--- config.mk ---
export PLATFORM = sky130hd
export DESIGN_NAME = des_key_schedule
export DESIGN_NICKNAME = d
export VERILOG_FILES = /design/src/rtl/des_key_schedule.sv
export SDC_FILE = /design/constraint.sdc
export NUM_CORES = 1
export LEC_CHECK = 0
export CAP_MARGIN = 25
export CORE_MARGIN = 8
export CORE_UTILIZATION = 53
export CTS_BUF_LIST = sky130_fd_sc_hd__clkbuf_4 sky130_fd_sc_hd__clkbuf_8
export CTS_CLUSTER_SIZE = 30
export DETAILED_ROUTE_END_ITERATION = 8
export PLACE_DENSITY_LB_ADDON = 0.3
export SETUP_SLACK_MARGIN = 0.05
export SKIP_CTS_REPAIR_TIMING = 1
export SYNTH_ARGS = -nofsm -noshare
export SYNTH_HDL_FRONTEND = slang
export SYNTH_SLANG_ARGS = --single-unit
--- constraint.sdc ---
create_clock -name clk -period 2.5 [get_ports clk]
set_clock_uncertainty 0.1 [all_clocks]
set_input_delay 0.375 -clock clk [delete_from_list [all_inputs] [get_ports clk]]
set_output_delay 0.375 -clock clk [all_outputs]
set_load 0.03 [all_outputs]
--- src/rtl/des_key_schedule.sv ---
// DES key schedule: expands a 64-bit key into the sixteen 48-bit round subkeys,
// streamed one per valid/ready handshake in encrypt (K1..K16) or decrypt (K16..K1) order.
module des_key_schedule (
    input  logic        clk,
    input  logic        rst,
    input  logic        start,
    input  logic [63:0] key_in,
    input  logic        decrypt,
    input  logic        key_ready,
    output logic        key_valid,
    output logic [47:0] key_out,
    output logic [3:0]  round_idx,
    output logic        busy,
    output logic        done
);

    typedef enum logic [1:0] {
        ST_IDLE,
        ST_EMIT,
        ST_DONE
    } state_t;

    // Permuted choice tables, 1-based DES bit numbers (bit 1 is the MSB).
    localparam int PC1_TAB [56] = '{
        57, 49, 41, 33, 25, 17,  9,
         1, 58, 50, 42, 34, 26, 18,
        10,  2, 59, 51, 43, 35, 27,
        19, 11,  3, 60, 52, 44, 36,
        63, 55, 47, 39, 31, 23, 15,
         7, 62, 54, 46, 38, 30, 22,
        14,  6, 61, 53, 45, 37, 29,
        21, 13,  5, 28, 20, 12,  4
    };

    localparam int PC2_TAB [48] = '{
        14, 17, 11, 24,  1,  5,
         3, 28, 15,  6, 21, 10,
        23, 19, 12,  4, 26,  8,
        16,  7, 27, 20, 13,  2,
        41, 52, 31, 37, 47, 55,
        30, 40, 51, 45, 33, 48,
        44, 49, 39, 56, 34, 53,
        46, 42, 50, 36, 29, 32
    };

    state_t      state;
    state_t      state_next;
    logic [27:0] c_reg;
    logic [27:0] d_reg;
    logic        mode_dec;
    logic [55:0] cd_init;
    logic        accept;
    logic        last_round;
    logic        parity_unused;

    function automatic logic [55:0] pc1(input logic [63:0] k);
        logic [55:0] r;
        r = '0;
        for (int i = 0; i < 56; i++) begin
            r[55 - i] = k[64 - PC1_TAB[i]];
        end
        return r;
    endfunction

    function automatic logic [47:0] pc2(input logic [55:0] cd);
        logic [47:0] r;
        r = '0;
        for (int j = 0; j < 48; j++) begin
            r[47 - j] = cd[56 - PC2_TAB[j]];
        end
        return r;
    endfunction

    // Encrypt shift applied before round idx+1; only K1, K2, K9 and K16 use a single step.
    function automatic logic [1:0] enc_shift(input logic [3:0] idx);
        logic [1:0] s;
        if (idx == 4'd0 || idx == 4'd1 || idx == 4'd8 || idx == 4'd15) begin
            s = 2'd1;
        end else begin
            s = 2'd2;
        end
        return s;
    endfunction

    function automatic logic [27:0] rotl(input logic [27:0] v, input logic [1:0] n);
        logic [27:0] r;
        case (n)
            2'd1:    r = {v[26:0], v[27]};
            2'd2:    r = {v[25:0], v[27:26]};
            default: r = v;
        endcase
        return r;
    endfunction

    function automatic logic [27:0] rotr(input logic [27:0] v, input logic [1:0] n);
        logic [27:0] r;
        case (n)
            2'd1:    r = {v[0], v[27:1]};
            2'd2:    r = {v[1:0], v[27:2]};
            default: r = v;
        endcase
        return r;
    endfunction

    assign cd_init = pc1(key_in);

    // Parity bits play no part in the schedule.
    assign parity_unused = ^{key_in[56], key_in[48], key_in[40], key_in[32],
                             key_in[24], key_in[16], key_in[8],  key_in[0]};

    assign accept     = (state == ST_EMIT) && key_ready;
    assign last_round = mode_dec ? (round_idx == 4'd0) : (round_idx == 4'd15);

    always_ff @(posedge clk) begin
        if (rst) begin
            state <= ST_IDLE;
        end else begin
            state <= state_next;
        end
    end

    always_comb begin
        state_next = state;
        case (state)
            ST_IDLE: begin
                if (start) begin
                    state_next = ST_EMIT;
                end
            end
            ST_EMIT: begin
                if (accept && last_round) begin
                    state_next = ST_DONE;
                end
            end
            ST_DONE: begin
                state_next = ST_IDLE;
            end
            default: begin
                state_next = ST_IDLE;
            end
        endcase
    end

    always_comb begin
        key_valid = (state == ST_EMIT);
        busy      = (state != ST_IDLE);
        done      = (state == ST_DONE);
        key_out   = key_valid ? pc2({c_reg, d_reg}) : 48'd0;
    end

    // Decrypt walks backwards: undo the encrypt shift that produced the current round.
    always_ff @(posedge clk) begin
        if (rst) begin
            c_reg     <= '0;
            d_reg     <= '0;
            round_idx <= '0;
            mode_dec  <= 1'b0;
        end else if (state == ST_IDLE && start) begin
            mode_dec <= decrypt;
            if (decrypt) begin
                c_reg     <= cd_init[55:28];
                d_reg     <= cd_init[27:0];
                round_idx <= 4'd15;
            end else begin
                c_reg     <= rotl(cd_init[55:28], 2'd1);
                d_reg     <= rotl(cd_init[27:0], 2'd1);
                round_idx <= 4'd0;
            end
        end else if (accept && !last_round) begin
            if (mode_dec) begin
                c_reg     <= rotr(c_reg, enc_shift(round_idx));
                d_reg     <= rotr(d_reg, enc_shift(round_idx));
                round_idx <= round_idx - 4'd1;
            end else begin
                c_reg     <= rotl(c_reg, enc_shift(round_idx + 4'd1));
                d_reg     <= rotl(d_reg, enc_shift(round_idx + 4'd1));
                round_idx <= round_idx + 4'd1;
            end
        end
    end

endmodule

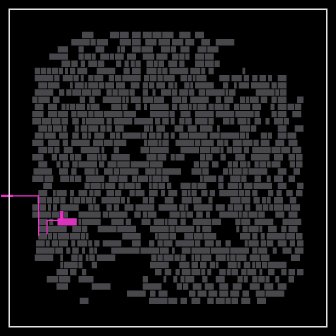
(images/port_trees.png)
color	port	bits	direction	edge	end cells	buffers	wire
magenta	key_ready	1	input	west	2	1	38.9 um
number of top-level pins: 124
port buffer count: 115

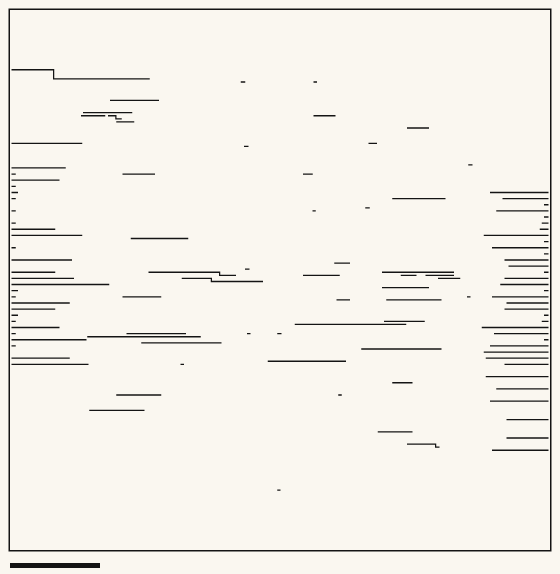
(images/m3.png)
Scale bar: 20 um.
longest straight run	24.8 um
main direction	horizontal

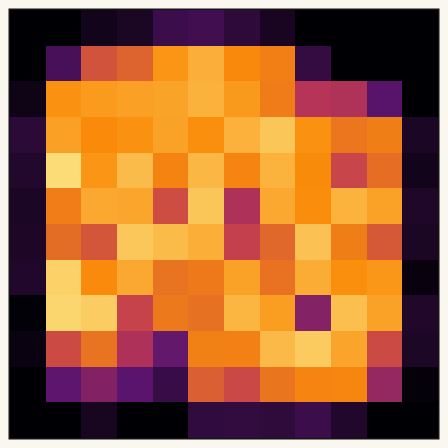
(images/util_map.png)
12 x 12 tiles, from black (low) to pale yellow (high), 0 to 100% covered.
nearly empty tiles	14%
emptiest ninth of the die	north-east
mean over tiles	49%
CORE AREA: 0.0107 sq mm
utilization after layout: 66.8%
floorplan-stage core utilization: 53.5%

==> notes.md <==
The layout was made with Yosys and OpenROAD.

The run finished with clean final reports. The die outline area is 0.0143 sq mm. The critical path endpoint has a required time of approximately 2600 ps. The sequential share of the synthesized area is between 20% and 30%. The via count of the routed design is roughly 5300. The synthesized netlist cell count is roughly 680.

For this design, the sink count on the clock tree is roughly 63. The share of cells above drive strength 1 is 16.4%. Traced cell by cell, the critical path runs through ha_1, nand3_1, o2111a_4, buf_12, o31ai_1, a31oi_1.

Static timing analysis puts the maximum clock frequency at roughly 0.43 GHz. Looking at the power breakdown, combinational cells take 39.3% of the total. According to the floorplan report, the die width is around 120 um. Buffers inserted during clock tree synthesis total 9. The floorplan net count is approximately 760.

The final net count is between 800 and 900. The synthesized design contains 0 enable-type register cells. In the synthesized netlist, the dominant kind of combinational cell is multiplexers.

The number of antenna violations at the first check in global routing is 0. The cell-mix breakdown from Yosys lists the simple-gate area share as between 15 and 20%. The first global-routing pass estimated approximately 25000 um of wire. The minimum period implied by the final worst setup slack is approximately 2300 ps. The flop and latch count out of synthesis is between 60 and 70. The number of DRC violations after detailed routing is 0.

In this run the remaining antenna-violating nets after routing total 0. Along the worst hold path, the cell count comes to 2. The endpoint class of the critical path is a flop. Leaving out fill and tap cells, the most frequent cells in the layout are sky130_fd_sc_hd__mux2i_1, sky130_fd_sc_hd__clkdlybuf4s50_1, sky130_fd_sc_hd__a21oi_1. The maximum number of pins on one net before global-route repair is 114. The final-report max-slew violation count is 0.

The largest individual stage delay along the critical path comes from the cell sky130_fd_sc_hd__dfxtp_1. After synthesis, the share of flip-flops with an asynchronous set or reset is 0%. In the Yosys report the total cell count is roughly 700. On the worst path, the slowest cell contributes a delay of 480 ps.

The post-route total power is roughly 0.0035 W. The total negative setup slack is 0 ps. The share of total power consumed by net switching is 35.7%. In the post-route report, total wirelength is listed as approximately 15000 um.

The number of global-route vias before repair came to around 5200. The number of OpenROAD warnings is 41. The post-synthesis mux area share is 30.9%. The final routed wire length divided by cell count is between 15 and 20 um. The die span in y is between 100 and 150 um. Cell internal power was estimated by the tool at between 0.002 and 0.0025 W. Per the run report, area growth between synthesis and finish was 24.9%. Looking at the max-slew report, the worst-margin pin has a slew of between 400 and 500 ps. The overall track demand over capacity in global routing is 20.2%. The number of max-capacitance violations reported is 0. The yosys synthesis warning count is 0. Recorded from the global router log, the overflow total was 0. The number of antenna diodes in the final layout is 0. The TritonCTS clock tree is done. For reference, the most critical setup path is categorized as reg2reg.

At the later pin of the worst-skew pair, clock insertion delay measures around 330 ps. Setup repair after global routing could not meet its margin everywhere. After synthesis, the chip area reported by Yosys is ~0.0057 sq mm. Max fanout on the critical path was recorded as around 45. The reported net switching power is ~0.0013 W.

The average cell area after synthesis is between 8 and 9 sq um. RePlAce ended its routability-driven mode at a weighted congestion of between 0.8 and 0.9. The initialized floorplan defines 38 standard-cell rows. The area fraction in full adders, half adders and majority gates is around 1.1%.
## cells in the mapped netlist (2+ instances only)
master | n | area share, %
sky130_fd_sc_hd__a31oi_1 | 58 | 6.4
sky130_fd_sc_hd__nand3_1 | 3 | 0.26
sky130_fd_sc_hd__mux2i_1 | 113 | 20
sky130_fd_sc_hd__buf_12 | 5 | 1.8
sky130_fd_sc_hd__o31ai_1 | 56 | 7.4
sky130_fd_sc_hd__buf_4 | 6 | 0.79
sky130_fd_sc_hd__a21oi_1 | 63 | 5.5
sky130_fd_sc_hd__nor2b_1 | 58 | 6.4
sky130_fd_sc_hd__inv_1 | 4 | 0.26
sky130_fd_sc_hd__mux2_2 | 56 | 11
sky130_fd_sc_hd__nand2_1 | 61 | 4.0
sky130_fd_sc_hd__dfxtp_1 | 63 | 22
sky130_fd_sc_hd__and3_1 | 2 | 0.22
sky130_fd_sc_hd__nor2_1 | 2 | 0.13
sky130_fd_sc_hd__buf_2 | 18 | 1.6
sky130_fd_sc_hd__buf_1 | 4 | 0.26
sky130_fd_sc_hd__buf_6 | 3 | 0.59
sky130_fd_sc_hd__ha_1 | 5 | 1.1
sky130_fd_sc_hd__and2_1 | 48 | 5.3
sky130_fd_sc_hd__o21ai_0 | 6 | 0.53
sky130_fd_sc_hd__clkbuf_1 | 35 | 2.3
## path summary, 6_finish.rpt
check	from	end	slack, ps
max	round_idx[0]$_SDFFE_PP0P_	d_reg[13]$_SDFFE_PP0P_	180
min	rst	state[0]$_SDFFE_PP0P_	400
min reg2reg	d_reg[21]$_SDFFE_PP0P_	d_reg[21]$_SDFFE_PP0P_	490
max reg2reg	round_idx[0]$_SDFFE_PP0P_	d_reg[13]$_SDFFE_PP0P_	180
## per-layer routing
| layer | part of all wire [%] | GRT usage (%) | vias up |
|---|---|---|---|
| met5 | 0 | 0 | - |
| met4 | 1.4 | 6.71 | 0 |
| met3 | 5.8 | 3.99 | 18 |
| met2 | 48 | 34.4 | 154 |
| met1 | 44 | 25.0 | 2480 |
| li1 | - | - | 2639 |
## final cells by class
class | count | area, sq um | share of cell area, %
clock inverters | 5 | 58.8 | 0.827
inverters | 4 | 15.0 | 0.211
well taps | 140 | 175 | 2.46
flip-flops and latches | 63 | 1260 | 17.8
clock buffers | 10 | 138 | 1.93
repair buffers | 129 | 1430 | 20.1
multi-input cells | 545 | 4030 | 56.7
## metrics by stage
stage,setup slack [ps],std cells,instance area (sq um)
2_1_floorplan,286,683,5690
3_3_place_gp,327,881,6860
3_5_place_dp,204,881,6860
4_1_cts,-33.9,896,7060
5_1_grt,48.1,896,7110
6_report,175,896,7110
## worst max-delay path: cells and delay by family (launching register included)
family | cells | cell delay (ps)
and+or+nand+nor | 1 | 230
buffers and inverters | 1 | 230
adders and majority gates | 1 | 310
DFF | 1 | 480
AOI/OAI and AO/OA | 3 | 850
## power groups by stage
stage / registers [W] / logic (W) / clock network (W)
after floorplan: 0.00122 / 0.00105 / 0
after global placement: 0.00124 / 0.00135 / 0
after detailed placement: 0.00125 / 0.00137 / 0
after CTS: 0.00123 / 0.00138 / 0.000907
after global routing: 0.00125 / 0.00149 / 0.000959
final: 0.00123 / 0.00138 / 0.000897
Power is estimated from default activity; no workload was simulated.
